### Routed clock nets over the placement

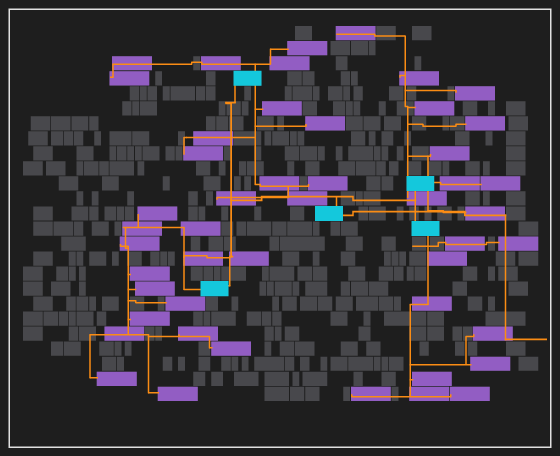
### Metal 1

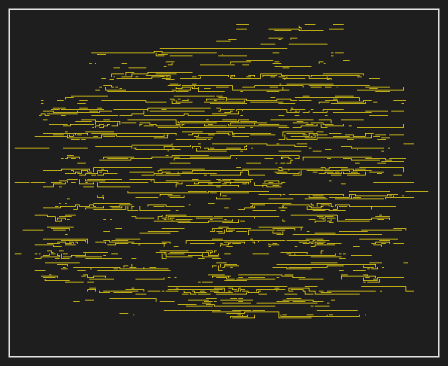
### Sequential cells coloured by netlist name

Other sequential cells in the stronger grey, the rest of the logic in the fainter grey.
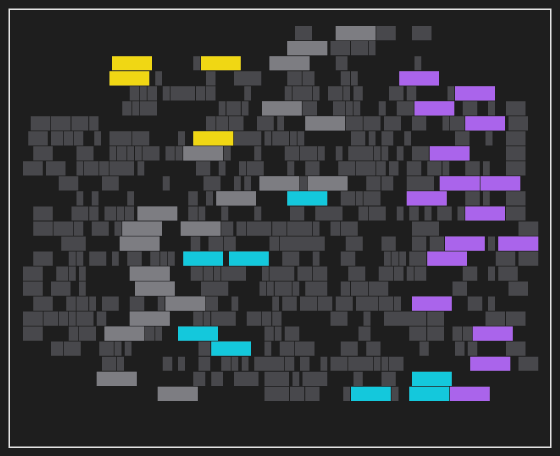
**config.mk**
```make
export PLATFORM = sky130hd
export DESIGN_NAME = seq_mult_rk_flat
export DESIGN_NICKNAME = d
export VERILOG_FILES = /design/src/rtl/mult_pkg.sv /design/src/rtl/seq_mult_rk_if.sv /design/src/rtl/mult_step.sv /design/src/rtl/seq_mult_rk.sv /design/src/flat_wrapper.sv
export SDC_FILE = /design/constraint.sdc
export NUM_CORES = 1
export LEC_CHECK = 0
export CORE_ASPECT_RATIO = 0.8
export CORE_MARGIN = 2
export CORE_UTILIZATION = 40
export DETAILED_ROUTE_END_ITERATION = 7
export PLACE_DENSITY = 0.65
export SYNTH_ARGS = -nofsm -noshare
export SYNTH_HDL_FRONTEND = slang
export SYNTH_SLANG_ARGS = --single-unit
```
**constraint.sdc**
```tcl
create_clock -name clk -period 3 [get_ports clk]
set_input_delay 0.75 -clock clk [delete_from_list [all_inputs] [get_ports clk]]
set_output_delay 0.75 -clock clk [all_outputs]
set_load 0.02 [all_outputs]
```
**src/rtl/mult_pkg.sv**
```systemverilog
// Shared types and elaboration helpers for the K-bit-per-cycle sequential multiplier.
package mult_pkg;

    typedef enum logic [1:0] {
        IDLE = 2'd0,
        RUN  = 2'd1,
        DONE = 2'd2
    } mult_state_t;

    function automatic int steps(input int n, input int k);
        return n / k;
    endfunction

    // One spare bit so the counter can hold steps-1 for any legal N/K.
    function automatic int cnt_w(input int n, input int k);
        return $clog2(n / k) + 1;
    endfunction

endpackage

```
**src/rtl/seq_mult_rk_if.sv**
```systemverilog
// Operand/result valid-ready bundle between producer, multiplier and consumer.
interface seq_mult_rk_if #(
    parameter int N = 8
);
    logic           in_valid;
    logic           in_ready;
    logic [N-1:0]   a;
    logic [N-1:0]   b;
    logic           is_signed;
    logic           out_valid;
    logic           out_ready;
    logic [2*N-1:0] p;

    modport slave (
        input  in_valid, a, b, is_signed, out_ready,
        output in_ready, out_valid, p
    );

    modport master (
        output in_valid, a, b, is_signed, out_ready,
        input  in_ready, out_valid, p
    );
endinterface

```
**src/rtl/mult_step.sv**
```systemverilog
// One shift-add step: folds mcand * mplier[K-1:0] into the upper half, then shifts
// the {acc_hi, mplier} pair right by K.
module mult_step #(
    parameter int N = 8,
    parameter int K = 1
) (
    input  logic [N-1:0] i_hi,
    input  logic [N-1:0] i_mplier,
    input  logic [N-1:0] i_mcand,
    output logic [N-1:0] o_hi,
    output logic [N-1:0] o_lo
);
    // N+K bits cannot overflow: (2^N-1) + (2^N-1)(2^K-1) = (2^N-1)*2^K.
    logic [N+K-1:0] w_sum;

    assign w_sum = {{K{1'b0}}, i_hi}
                 + ({{K{1'b0}}, i_mcand} * {{N{1'b0}}, i_mplier[K-1:0]});

    assign o_hi = w_sum[N+K-1:K];

    generate
        if (K == N) begin : g_full
            assign o_lo = w_sum[K-1:0];
        end else begin : g_part
            assign o_lo = {w_sum[K-1:0], i_mplier[N-1:K]};
        end
    endgenerate
endmodule

```
**src/rtl/seq_mult_rk.sv**
```systemverilog
// Iterative signed/unsigned multiplier retiring K multiplier bits per cycle,
// valid/ready on both operand and result sides.
//
// state | meaning
// IDLE  | waiting for operands, in_ready high
// RUN   | retiring K multiplier bits per cycle
// DONE  | product valid on p, held until out_ready
module seq_mult_rk
    import mult_pkg::*;
#(
    parameter int N = 8,
    parameter int K = 1
) (
    input  logic          clk,
    input  logic          rst_n,
    seq_mult_rk_if.slave  bus
);
    localparam int STEPS = steps(N, K);
    localparam int CW    = cnt_w(N, K);

    generate
        if (N < 2 || K < 1 || K > N || (N % K) != 0) begin : g_bad_param
            $fatal(1, "seq_mult_rk: illegal parameters N=%0d K=%0d", N, K);
        end
    endgenerate

    mult_state_t    r_state;
    logic [N-1:0]   r_mcand;
    logic [N-1:0]   r_mplier;
    logic [N-1:0]   r_hi;
    logic           r_neg;
    logic [CW-1:0]  r_cnt;
    logic           r_out_valid;
    logic [2*N-1:0] r_p;

    logic [N-1:0]   w_hi_nxt;
    logic [N-1:0]   w_lo_nxt;
    logic [2*N-1:0] w_prod;
    logic [N-1:0]   w_a_mag;
    logic [N-1:0]   w_b_mag;
    logic           w_in_ready;
    logic           w_accept;

    // Magnitude of -2^(N-1) wraps to 2^(N-1), which is still correct as unsigned.
    assign w_a_mag = (bus.is_signed && bus.a[N-1]) ? -bus.a : bus.a;
    assign w_b_mag = (bus.is_signed && bus.b[N-1]) ? -bus.b : bus.b;

    assign w_in_ready = rst_n && ((r_state == IDLE) || ((r_state == DONE) && bus.out_ready));
    assign w_accept   = bus.in_valid && w_in_ready;

    mult_step #(.N(N), .K(K)) u_step (
        .i_hi     (r_hi),
        .i_mplier (r_mplier),
        .i_mcand  (r_mcand),
        .o_hi     (w_hi_nxt),
        .o_lo     (w_lo_nxt)
    );

    assign w_prod = {w_hi_nxt, w_lo_nxt};

    always_ff @(posedge clk) begin
        if (!rst_n) begin
            r_state     <= IDLE;
            r_mcand     <= '0;
            r_mplier    <= '0;
            r_hi        <= '0;
            r_neg       <= 1'b0;
            r_cnt       <= '0;
            r_out_valid <= 1'b0;
            r_p         <= '0;
        end else begin
            case (r_state)
                IDLE: ;
                RUN: begin
                    r_hi     <= w_hi_nxt;
                    r_mplier <= w_lo_nxt;
                    if (r_cnt == '0) begin
                        r_state     <= DONE;
                        r_out_valid <= 1'b1;
                        r_p         <= r_neg ? -w_prod : w_prod;
                    end else begin
                        r_cnt <= r_cnt - CW'(1);
                    end
                end
                DONE: begin
                    if (bus.out_ready) begin
                        r_out_valid <= 1'b0;
                        r_state     <= IDLE;
                    end
                end
                default: r_state <= IDLE;
            endcase

            // Accept overrides the DONE->IDLE retire so back-to-back goes straight to RUN.
            if (w_accept) begin
                r_state  <= RUN;
                r_mcand  <= w_a_mag;
                r_mplier <= w_b_mag;
                r_hi     <= '0;
                r_neg    <= bus.is_signed & (bus.a[N-1] ^ bus.b[N-1]);
                r_cnt    <= CW'(STEPS - 1);
            end
        end
    end

    assign bus.in_ready  = w_in_ready;
    assign bus.out_valid = r_out_valid;
    assign bus.p         = r_p;
endmodule
```
**src/flat_wrapper.sv**
```systemverilog
// flat-port wrapper written by rule: the top's interface ports become plain ports
module seq_mult_rk_flat import mult_pkg::*;
#(
    parameter int N = 8,
    parameter int K = 1
)
  (clk, rst_n, bus_in_valid, bus_a, bus_b, bus_is_signed, bus_out_ready, bus_in_ready, bus_out_valid, bus_p);
  seq_mult_rk_if #(.N(N)) bus_i ();
  input  logic clk;
  input  logic rst_n;
  input wire logic [$bits(bus_i.in_valid)-1:0] bus_in_valid;
  input wire logic [$bits(bus_i.a)-1:0] bus_a;
  input wire logic [$bits(bus_i.b)-1:0] bus_b;
  input wire logic [$bits(bus_i.is_signed)-1:0] bus_is_signed;
  input wire logic [$bits(bus_i.out_ready)-1:0] bus_out_ready;
  output wire logic [$bits(bus_i.in_ready)-1:0] bus_in_ready;
  output wire logic [$bits(bus_i.out_valid)-1:0] bus_out_valid;
  output wire logic [$bits(bus_i.p)-1:0] bus_p;
  assign bus_i.in_valid = bus_in_valid;
  assign bus_i.a = bus_a;
  assign bus_i.b = bus_b;
  assign bus_i.is_signed = bus_is_signed;
  assign bus_i.out_ready = bus_out_ready;
  assign bus_in_ready = bus_i.in_ready;
  assign bus_out_valid = bus_i.out_valid;
  assign bus_p = bus_i.p;
  seq_mult_rk #(.N(N), .K(K)) u_core (.clk(clk), .rst_n(rst_n), .bus(bus_i));
endmodule
```
==> results.toml <==
# synthesis and place-and-route metrics
[yosys]
syn_nets = 385
netlist_top_cells_count = "nand2_1 (50), nor2_1 (50), dfxtp_1 (48)"
synth-adder-area-share_pct = 6.05
yosys_warnings = 0
top_logic_kind = "simple AND/OR/NAND/NOR gates"
postSynthAreaPerCell_um2 = 8.01
synth.top_cell.area_share_pct = 34.2
topCellsByArea = "dfxtp_1 (34%), nand2_1 (6.7%), nor2_1 (6.7%), xor2_1 (6.5%), ha_1 (5.3%)"
ys_chip_area_um2 = 2810
edf_count = 0
syn_area_um2 = 2810
ff_type = "dfxtp_1"
aoi_share_pct = 21.8
ys_ff = 48
top_area_cell = "dfxtp_1"
ys_cells = 351
async_flop_share_pct = 0
xor_area_share_pct = 8.72
ys_sh_mux_pct = 1.16
ys_types = 47

[cells_and_area]
layout.cells.non_filler = 478
seqCellArea_um2 = 961
largest_reg_flops = 16
final_area_um2 = 3380
clkCellAreaFrac_pct = 2.88
clockBufferCount = 6
logic_gates = 274
n_all_buffers = 51
diodes = 0
comb-cell-share_pct = 50.3
area_delta_synth_final_pct = 20.3
fill_cells = 687
seq_share_pct = 28.4
final_core_util_pct = 49.4
nFlopsAndLatches = 48
drive_gt1_share_pct = 8.70
final_cell_mix = "nand2_1 (50), nor2_1 (50), dfxtp_1 (48), clkdlybuf4s50_1 (37), a21oi_1 (26)"

[setup_path]
cpLargestDelayFamily = "simple AND/OR/NAND/NOR gates"
arrival_ps = 3060
crit_chain = "and2_1 > ha_1 > fa_2 > a211oi_2 > nor2_1 > xor2_1 > or4_4 > nor3_2 > mux2_2 > o31ai_1"
critPathMaxFanout = 3
crit_cells = 10
critPathLaunchType = "register"
slowest_stage = "or4_4"
end_kind = "register"
crit_buf_inv = 0
critical_path_class = "register to register"
reg2reg_depth = 10
rrSetupSlack_ps = 150
required_ps = 3210
r2r_end = "u_core.bus.p[15]$_SDFFE_PN0P_"
timing.rr.start = "u_core.r_mcand[0]$_SDFFE_PN0P_"
cp-startpoint = "u_core.r_mcand[0]$_SDFFE_PN0P_"

[power]
maxPowerGroup = "registers"
combPwrFrac_pct = 22.0
leakage_nw = 1.25
power_frac_clock_pct = 28.5
pg_comb_mw = 0.312
total_power_mw = 1.42
p_sw_share_pct = 29.6
pwr-share-seq_pct = 49.5
seq_power_mw = 0.704

[floorplan]
io_pins = 39
fp_util_pct = 41.0
tap_cells = 87
die_w_um = 97.8
rows = 27
chipArea_um2 = 7720
core_area_um2 = 6860
die_h_um = 79

[timing]
period_needed_ps = 2850
relSlewSlack_pct = 54.5
rsz0062_at_grt = "no"
setup_viol = 0
setup_ws_ps = 155
fin_crit_sh_pct = 94.8
fin_tns_setup_ps = 0
fmax_mhz = 351
holdWs_ps = 454

[min_path]
worstHoldStart = "u_core.r_mcand[6]$_SDFFE_PN0P_"
hold_path_depth = 2

[clock_tree]
clockBufferDepth = 2
holdBufCountCts = 0
clockRootBuffer = "clkbuf_8"
cts_buffers = 5
cts_resized = 1
clk_pin_slew_worst_paths_ps = 90

[global_routing]
overflow = 0
grt_busiest_layer = "met1"
gr-usage-met3_pct = 2.99
grt_use_met2_pct = 24.6
grt_pass1_vias = 2276
grt_max_degree = 37

[routing]
top_layer = "met4"
avgRoutedWirePerCell_um = 13.0
route.detailed.drc = 0
drtPass1Iterations = 4
ant_nets = 0
met2WireLength_um = 2470

[run]
drv_cap = 0

[placed_design]
numPortBuffers = 38
pre_cts_ws_ps = -59.8
hpwl_um = 4710
gp_congestion = 0.816

[run_status]
outcome = "complete, no violations"
Notes on 'Routed clock nets over the placement' above:
clock wires: in orange, length 574 um. flip-flops: in purple, count 48. clock drivers: in cyan, count 5.
There are 6 routed clock nets.
Clock Latency Late Sink: 300 ps
Clock Skew: 6.64 ps

Notes on 'Metal 1' above:
The longest straight run is 29.0 um. The wires run mostly horizontal. The layer carries 3390 um of wire. 384 nets have wire on it. The layer holds 55% of the routed length.
WL final: 6210 um
Via Count: 2451
routing usage on met1: 25.3%

Notes on 'Sequential cells coloured by netlist name' above:
u_core.r_hi: in cyan, sequential cells 8. u_core.r_cnt: in yellow, sequential cells 4. u_core.bus.p: in purple, sequential cells 16.
Another 20 sequential cells are not coloured.

Power and IR drop assume default switching activity.
